==> config.mk <==
export PLATFORM = sky130hd
export DESIGN_NAME = uart_tx_flat
export DESIGN_NICKNAME = d
export VERILOG_FILES = /design/src/rtl/uart_tx_if.sv /design/src/rtl/uart_tx.sv /design/src/flat_wrapper.sv
export SDC_FILE = /design/constraint.sdc
export NUM_CORES = 1
export LEC_CHECK = 0
export CORE_MARGIN = 2
export CORE_UTILIZATION = 30
export CTS_BUF_LIST = sky130_fd_sc_hd__clkbuf_8
export CTS_CLUSTER_DIAMETER = 120
export DETAILED_ROUTE_END_ITERATION = 10
export HOLD_SLACK_MARGIN = 0.1
export PLACE_DENSITY = 0.45
export SETUP_SLACK_MARGIN = 0.2
export SLEW_MARGIN = 20
export SYNTH_ARGS = -nofsm -noshare
export SYNTH_HDL_FRONTEND = slang
export SYNTH_SLANG_ARGS = --single-unit
==> constraint.sdc <==
create_clock -name clk -period 6.6 [get_ports clk]
set_clock_uncertainty 0.05 [all_clocks]
set_input_delay 0.66 -clock clk [delete_from_list [all_inputs] [get_ports clk]]
set_output_delay 0.66 -clock clk [all_outputs]
set_load 0.1 [all_outputs]
run_1/metal_density.png
32 x 32 tiles, from black (low) to pale yellow (high), scaled to the fullest tile. Values are wire area over tile area, all layers added.
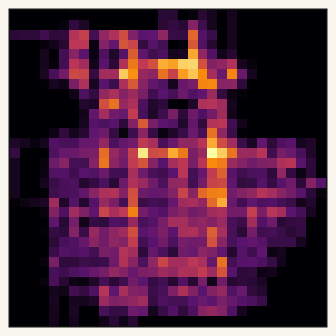
densest ninth of the die: middle
emptiest ninth of the die: top right
nearly empty tiles: 33%
fullest tile: 0.48
tiles over half the peak: 7.4%
mean over tiles: 0.092
post-DR wirelength/cell: 17.7 µm
vias: 4,096

run_1/logic_types.png
Bar = 50 µm.
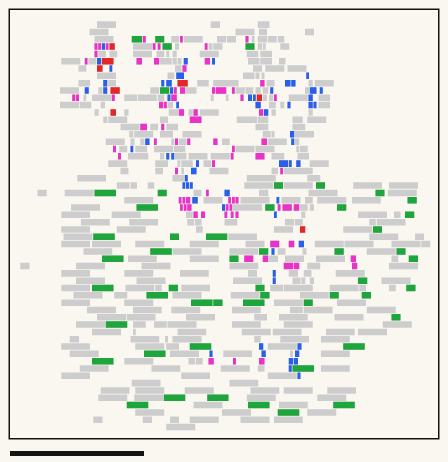
legend:
  magenta:
    family: nor cells
    cells: 79
  green:
    family: mux cells
    cells: 52
  red:
    family: and/or cells
    cells: 8
  blue:
    family: nand cells
    cells: 61
fin cells: 853
multi-input combinational area share: 0.296
Top cell excl fill/tap: edfxtp_1

run_1/detail.png
Bar = 10 µm. Window x 67 to 92, y 35 to 60 µm. Cells in gray, sequential cells in the stronger gray; small squares are vias.
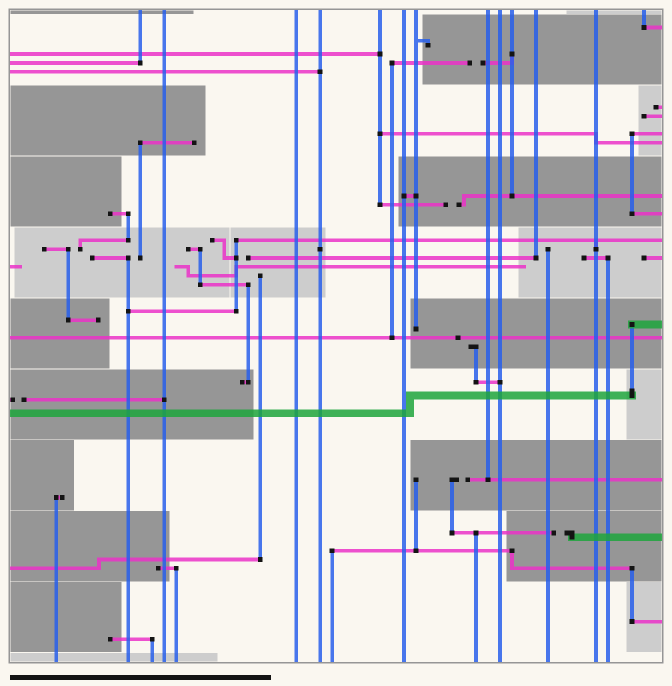
legend:
  blue:
    layer: metal 2
  magenta:
    layer: metal 1
  green:
    layer: metal 3
most frequent: edfxtp_1 (8), mux4_2 (2), mux2i_1 (1)
sequential cells in the window: 8
cells with their middle in the window: 11

run_1/clk_routes.png
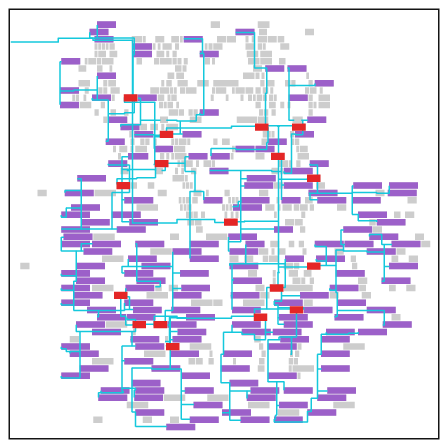
legend:
  purple:
    item: flip-flops
    count: 169
  red:
    item: clock drivers
    count: 17
  cyan:
    item: clock wires
    length: 2,110 µm
routed clock nets: 18
flops lie: spread over the die
Worst-Skew Late Latency: 0.45 ns
clock power share: 0.239
Clk power: 0.685 mW

==> results.sh, run 1 <==
# flow metrics
export IMPL_nets=574
export IMPL_regArea_mm2=0.00467
export IMPL_yosys_area_share_simple=0.104
export IMPL_nClkBuffers=17
export IMPL_hold_ws_ns=0.405
export IMPL_slew_violations=0
export IMPL_drcViolationCount=0
export IMPL_wl_mm=15.1
export IMPL_seq_share=0.578
export IMPL_most_common_layout_cells="edfxtp_1 (128), nor2_1 (46), dfxtp_1 (40)"
export IMPL_seq_power_mw=1.27
export IMPL_status="finished, final reports clean"
export IMPL_hold_depth=2
export IMPL_postSynthSeqShare=0.646
export IMPL_cts_resized=0
export IMPL_slew_headroom=0.290
export IMPL_ir_drop_uv=149
export IMPL_synthesis_nets=555
export IMPL_pg_comb_mw=0.905
export IMPL_netSwitchingPower_mw=1.00
export IMPL_synth_top_area_share=0.533
export IMPL_final_clk_cell_share=0.0446
export IMPL_ys_async_sr_fraction=0
export IMPL_grt_pass1_vias=4180
export IMPL_cts_tree="done"
export IMPL_grt_max_degree=43
export IMPL_grt_usage=0.125
export IMPL_seq_power_share=0.445
export IMPL_syn_avg_cell_area_um2=14.4
export IMPL_met3_length_um=601
export IMPL_wl_met1_mm=7.10
export IMPL_fmax_mhz=286
export IMPL_rows=56
export IMPL_cp_max_fo=10
export IMPL_worstSetupPathDepth=3
export IMPL_yosysUniqueCellTypes=59
export IMPL_met2_usage=0.200
export IMPL_reg2reg_depth=13
export IMPL_highest_layer="met4"
export IMPL_cts_buffers=17
export IMPL_dieArea_mm2=0.0253
export IMPL_top_area_cell="edfxtp_1"
export IMPL_die_w_um=159
export IMPL_num_antenna_cells=0
export IMPL_rsz0062_at_grt="no"
export IMPL_synth_compound_gate_area_share=0.0714
run_1/placement.png
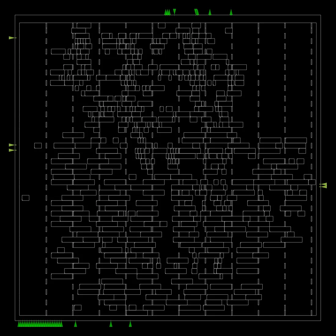

--- run 2 (diff from run 1) ---
--- a/config.mk
+++ b/config.mk
@@ -11,7 +11,7 @@
 export CTS_CLUSTER_DIAMETER = 120
 export DETAILED_ROUTE_END_ITERATION = 10
 export HOLD_SLACK_MARGIN = 0.1
-export PLACE_DENSITY = 0.45
+export PLACE_DENSITY = 0.46
 export SETUP_SLACK_MARGIN = 0.2
 export SLEW_MARGIN = 20
 export SYNTH_ARGS = -nofsm -noshare
==> constraint.sdc (replaced) <==
create_clock -name clk -period 3.1 [get_ports clk]
set_clock_uncertainty 0.05 [all_clocks]
set_input_delay 0.31 -clock clk [delete_from_list [all_inputs] [get_ports clk]]
set_output_delay 0.31 -clock clk [all_outputs]
set_load 0.1 [all_outputs]
run_2/placement.png
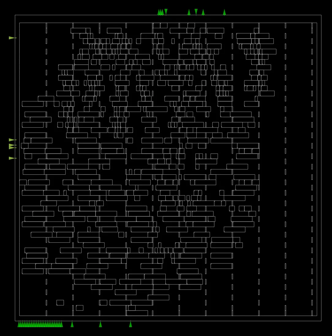
Final Util: 0.353
Well Taps: 319
# rows: 56
fraction of area in registers: 0.562

run_2/metal_density.png
32 x 32 tiles, from black (low) to pale yellow (high), scaled to the fullest tile. Values are wire area over tile area, all layers added.
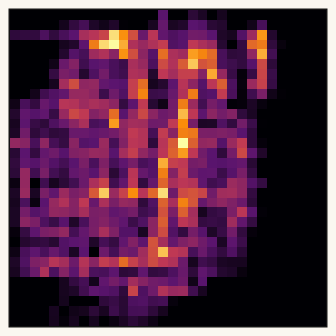
Global Route Usage Sum: 0.123
final WL: 15.0 mm
post-DR wirelength/cell: 17.1 µm
vias: 4,133

==> results.sh, run 2 <==
# flow metrics
export IMPL_seq_power_share=0.441
export IMPL_yosysUniqueCellTypes=59
export IMPL_status="finished, final reports clean"
export IMPL_pwr_share_clk=0.238
export IMPL_regArea_mm2=0.00468
export IMPL_met3_length_um=387
export IMPL_p_clk_mw=1.49
export IMPL_grt_max_degree=27
export IMPL_die_w_um=159
export IMPL_rsz0062_at_grt="no"
export IMPL_drcViolationCount=0
export IMPL_synthesis_nets=555
export IMPL_fmax_mhz=371
export IMPL_cp_max_fo=6
export IMPL_synth_top_area_share=0.533
export IMPL_highest_layer="met4"
export IMPL_top_area_cell="edfxtp_1"
export IMPL_cts_buffers=17
export IMPL_met2_usage=0.198
export IMPL_comb_share=0.290
export IMPL_nets=597
export IMPL_wl_met1_mm=7.22
export IMPL_synth_compound_gate_area_share=0.0714
export IMPL_ys_async_sr_fraction=0
export IMPL_clock_latency_ns=0.45
export IMPL_reg2reg_depth=11
export IMPL_dieArea_mm2=0.0253
export IMPL_grt_pass1_vias=4274
export IMPL_worstSetupPathDepth=11
export IMPL_ir_drop_uv=322
export IMPL_cts_resized=0
export IMPL_lay_top_count="edfxtp_1"
export IMPL_final_clk_cell_share=0.0448
export IMPL_most_common_layout_cells="edfxtp_1 (128), nor2_1 (45), dfxtp_1 (36)"
export IMPL_slew_headroom=0.354
export IMPL_slew_violations=0
export IMPL_nClkBuffers=17
export IMPL_netSwitchingPower_mw=2.19
export IMPL_pg_comb_mw=2.00
export IMPL_postSynthSeqShare=0.646
export IMPL_seq_power_mw=2.76
No activity file was given, so power comes from the tool's default toggle rates.
